### src/rtl/data_mem_mmio.sv
// data_mem_mmio: word-addressed data RAM plus a small memory-mapped peripheral
// block (LED register, free-running cycle counter, timer compare with sticky
// interrupt, status flags) and a byte-wide console transmit FIFO.
module data_mem_mmio #(
    parameter int RAM_WORDS  = 64,
    parameter int FIFO_DEPTH = 4
) (
    input  logic        clk,
    input  logic        reset,
    input  logic        MemWrite,
    input  logic [31:0] ALUResult,
    input  logic [31:0] WriteData,
    output logic [31:0] ReadData,
    output logic [31:0] leds,
    output logic        irq,
    output logic        tx_valid,
    output logic [7:0]  tx_data,
    input  logic        tx_ready
);
    localparam int AW = $clog2(RAM_WORDS);
    localparam int PW = $clog2(FIFO_DEPTH);
    localparam int CW = PW + 1;

    localparam logic [31:0]   RAM_BYTES  = 32'(RAM_WORDS * 4);
    localparam logic [CW-1:0] DEPTH_C    = CW'(FIFO_DEPTH);
    localparam logic [31:0]   ADDR_LED   = 32'h0000_1000;
    localparam logic [31:0]   ADDR_CYCLE = 32'h0000_1004;
    localparam logic [31:0]   ADDR_TX    = 32'h0000_1008;
    localparam logic [31:0]   ADDR_TCMP  = 32'h0000_100C;
    localparam logic [31:0]   ADDR_STAT  = 32'h0000_1010;

    // Storage
    logic [31:0]   ram_r  [RAM_WORDS];
    logic [7:0]    fifo_r [FIFO_DEPTH];
    logic [31:0]   led_r;
    logic [31:0]   cycle_r;
    logic [31:0]   tcmp_r;
    logic          irq_r;
    logic          ovf_r;
    logic [PW-1:0] head_r;
    logic [PW-1:0] tail_r;
    logic [CW-1:0] count_r;

    // Decode and control
    logic [31:0]   word_addr_s;
    logic [AW-1:0] ram_idx_s;
    logic          sel_ram_s;
    logic          we_led_s;
    logic          we_tx_s;
    logic          we_tcmp_s;
    logic          we_stat_s;
    logic          fifo_empty_s;
    logic          fifo_full_s;
    logic          pop_s;
    logic          push_acc_s;
    logic          ovf_set_s;
    logic          irq_set_s;
    logic [3:0]    count4_s;
    logic [31:0]   txstat_s;
    logic [31:0]   read_data_s;
    logic          unused_s;

    // Byte-offset bits play no part in word addressing.
    assign unused_s    = ^ALUResult[1:0];
    assign word_addr_s = {ALUResult[31:2], 2'b00};
    assign ram_idx_s   = ALUResult[AW+1:2];

    // Address decode, FIFO handshake and flag-set conditions.
    always_comb begin
        sel_ram_s    = (word_addr_s < RAM_BYTES);
        we_led_s     = MemWrite && (word_addr_s == ADDR_LED);
        we_tx_s      = MemWrite && (word_addr_s == ADDR_TX);
        we_tcmp_s    = MemWrite && (word_addr_s == ADDR_TCMP);
        we_stat_s    = MemWrite && (word_addr_s == ADDR_STAT);
        fifo_empty_s = (count_r == {CW{1'b0}});
        fifo_full_s  = (count_r == DEPTH_C);
        pop_s        = !fifo_empty_s && tx_ready;
        // A full FIFO still takes a byte if the head leaves at the same edge.
        push_acc_s   = we_tx_s && (!fifo_full_s || pop_s);
        ovf_set_s    = we_tx_s && fifo_full_s && !pop_s;
        irq_set_s    = (tcmp_r != 32'h0) && (cycle_r == tcmp_r);
        count4_s     = 4'(count_r);
        txstat_s     = {24'h0, count4_s, 2'b00, fifo_full_s, fifo_empty_s};
    end

    // Load data mux; RAM reads are asynchronous so a same-cycle store is not seen.
    always_comb begin
        read_data_s = 32'h0;
        if (sel_ram_s) begin
            read_data_s = ram_r[ram_idx_s];
        end else begin
            case (word_addr_s)
                ADDR_LED:   read_data_s = led_r;
                ADDR_CYCLE: read_data_s = cycle_r;
                ADDR_TX:    read_data_s = txstat_s;
                ADDR_TCMP:  read_data_s = tcmp_r;
                ADDR_STAT:  read_data_s = {30'h0, ovf_r, irq_r};
                default:    read_data_s = 32'h0;
            endcase
        end
    end

    // RAM store port; deliberately outside reset so stores complete during reset.
    always_ff @(posedge clk) begin
        if (MemWrite && sel_ram_s) begin
            ram_r[ram_idx_s] <= WriteData;
        end
    end

    // MMIO registers: LED, cycle counter, timer compare and sticky status flags.
    always_ff @(posedge clk) begin
        if (reset) begin
            led_r   <= 32'h0;
            cycle_r <= 32'h0;
            tcmp_r  <= 32'h0;
            irq_r   <= 1'b0;
            ovf_r   <= 1'b0;
        end else begin
            cycle_r <= cycle_r + 32'h1;
            if (we_led_s) begin
                led_r <= WriteData;
            end
            if (we_tcmp_s) begin
                tcmp_r <= WriteData;
            end
            // Set has priority over a write-one-to-clear at the same edge.
            if (irq_set_s) begin
                irq_r <= 1'b1;
            end else if (we_stat_s && WriteData[0]) begin
                irq_r <= 1'b0;
            end
            if (ovf_set_s) begin
                ovf_r <= 1'b1;
            end else if (we_stat_s && WriteData[1]) begin
                ovf_r <= 1'b0;
            end
        end
    end

    // Console TX FIFO: circular buffer with head/tail pointers and occupancy count.
    always_ff @(posedge clk) begin
        if (reset) begin
            head_r  <= {PW{1'b0}};
            tail_r  <= {PW{1'b0}};
            count_r <= {CW{1'b0}};
        end else begin
            if (push_acc_s) begin
                fifo_r[tail_r] <= WriteData[7:0];
                tail_r         <= tail_r + PW'(1);
            end
            if (pop_s) begin
                head_r <= head_r + PW'(1);
            end
            case ({push_acc_s, pop_s})
                2'b10:   count_r <= count_r + CW'(1);
                2'b01:   count_r <= count_r - CW'(1);
                default: count_r <= count_r;
            endcase
        end
    end

    assign ReadData = read_data_s;
    assign leds     = led_r;
    assign irq      = irq_r;
    assign tx_valid = !fifo_empty_s;
    assign tx_data  = fifo_empty_s ? 8'h00 : fifo_r[head_r];

endmodule

### config.mk
export PLATFORM = sky130hd
export DESIGN_NAME = data_mem_mmio
export DESIGN_NICKNAME = d
export VERILOG_FILES = /design/src/rtl/data_mem_mmio.sv
export SDC_FILE = /design/constraint.sdc
export NUM_CORES = 2
export LEC_CHECK = 0
export ABC_AREA = 1
export CORE_MARGIN = 2
export CORE_UTILIZATION = 25
export DETAILED_ROUTE_END_ITERATION = 10
export PLACE_DENSITY = 0.45
export SYNTH_ARGS = -nofsm -noshare
export SYNTH_HDL_FRONTEND = slang
export SYNTH_SLANG_ARGS = --single-unit
### constraint.sdc
create_clock -name clk -period 9.5 [get_ports clk]
set_input_delay 1.425 -clock clk [delete_from_list [all_inputs] [get_ports clk]]
set_output_delay 1.425 -clock clk [all_outputs]
set_load 0.03 [all_outputs]
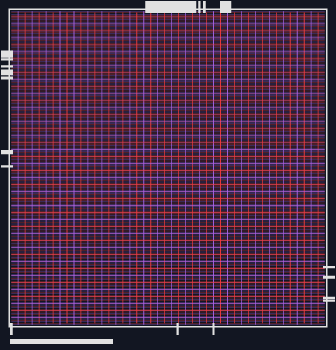
Fig. 1. PDN straps and rails.
Bar = 200 um. Pins as bars on the die edge.
Key: VDD = red; VSS = purple
The core has 224 rows. 44 straps on met5. 44 straps on met4. 225 met1 rails follow the rows. 142 signal pins sit on the boundary.

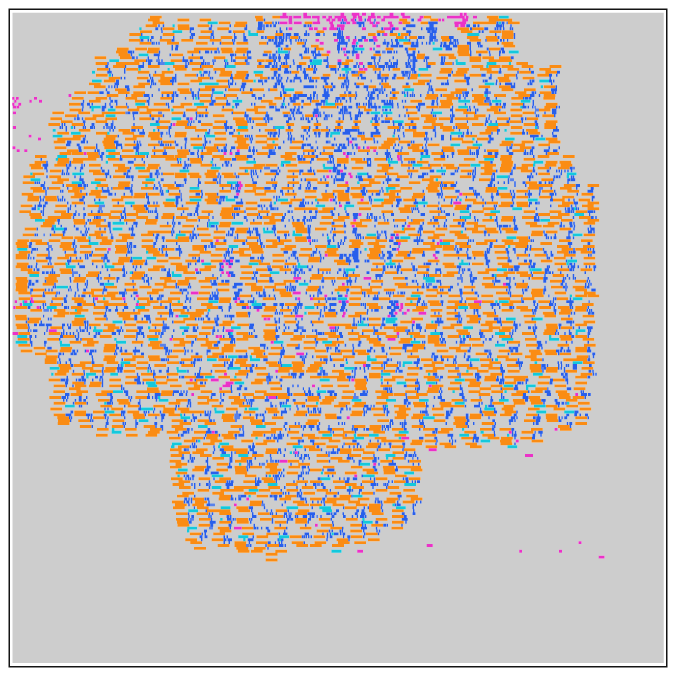
Fig. 2. Cell classes on the final placement.
Fill, decap, tap and diode cells in gray.
Key: combinational and other logic = blue [cells 6802, share of their area 27%]; flops = orange [cells 2187, share of their area 63%]; other buffers and delay cells = magenta [cells 285, share of their area 2.6%]; clock drivers and dummy loads = cyan [cells 442, share of their area 7.4%]

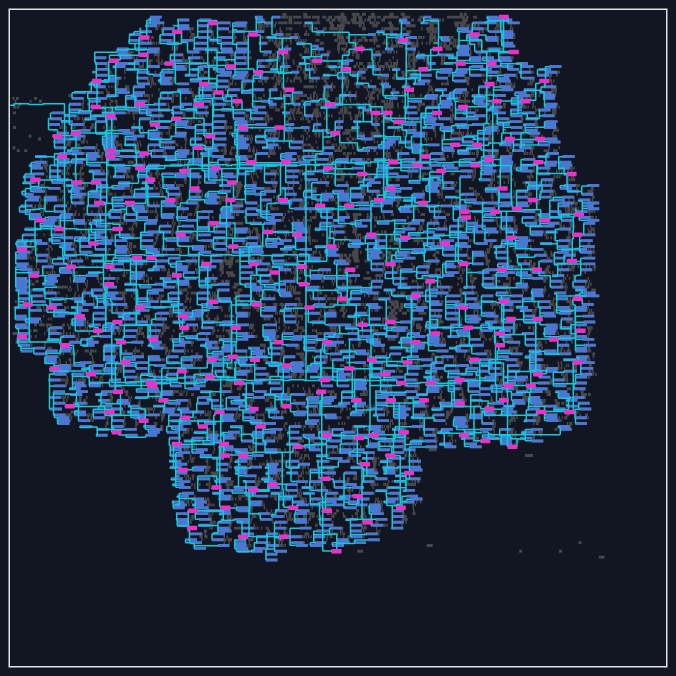
Fig. 3. Clock network drawn from the DEF.
Key: clock drivers = magenta [count 243]; clock wires = cyan [length 29.0 mm]; flip-flops = blue [count 2187]
There are 244 routed clock nets.

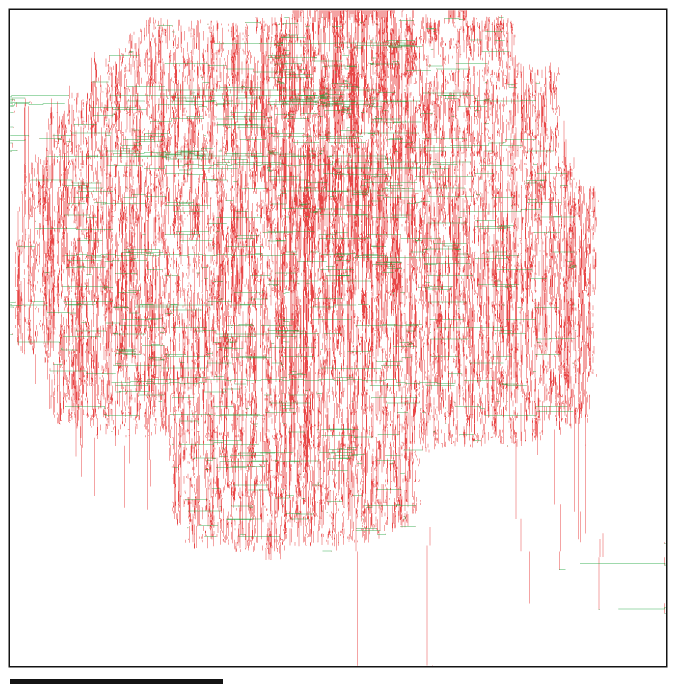
Fig. 4. Metal layers overlaid.
Bar = 200 um. Two of the layers only.
Key: metal 3 = green [wire length 15300 um]; metal 2 = red [wire length 141 mm]
DR WL/cell: 20.66 um
GRT Overall Usage: 15.57%
vias: 64360
total wire length: 303600 um

==> ci_impl_report.md <==
## PnR job results

| Metric | Value |
|---|---|
| Post-synth EDFFs | `2080` |
| Ys async rst share | `0%` |
| Combinational gate area | `26410 um2` |
| Comb group | `1.44 mW` |
| Placed cell area | `100500 um2` |
| Antenna-violating nets left | `0` |
| Cell Area, Synth | `93200 um2` |
| Crit share post-route | `72.13%` |
| Worst Hold Path EP | `head_r[0]` |
| Area occupied by registers | `64600 um2` |
| Chip Area, Yosys | `93200 um2` |
| Clk ins delay skew pair | `0.89 ns` |
| Most Crowded Layer GR | `met2` |
| Max-slew violation count | `0` |
| Seq/Total Area, Yosys | `69.31%` |
| Rows | `224` |
| Comb pwr share | `6.8%` |
| Synthesis warning total | `0` |
| Non-clock buffers | `285` |
| Clk power | `9.14 mW` |
| Status | `finished clean` |
| Post-layout minimum cycle time | `6.852 ns` |
| Clock power share | `43.2%` |
| Leading area contributor after synthesis | `edfxtp_1` |
| Simple-Gate Area Share | `26.20%` |
| Pint | `16.14 mW` |
| Initial antenna violation count | `26` |
| Cell Type Count | `34` |
| Met1 Wirelength | `138600 um` |
| Flop share of the area | `59.75%` |
| Finished Layout Cells | `14700` |
| Iteration tally of the first detailed-router pass | `5` |
| IO Count | `142` |
| FMAX | `0.1459 GHz` |
| Filler Cell Count | `38540` |
| Hold crit path type | `reg2reg` |
| Leak | `43.16 nW` |
| Worst setup margin | `2.648 ns` |
| Resized cells post-CTS | `0` |
| Worst Path Required | `8.08 ns` |
| DR top layer | `met5` |
Power and IR drop assume default switching activity.
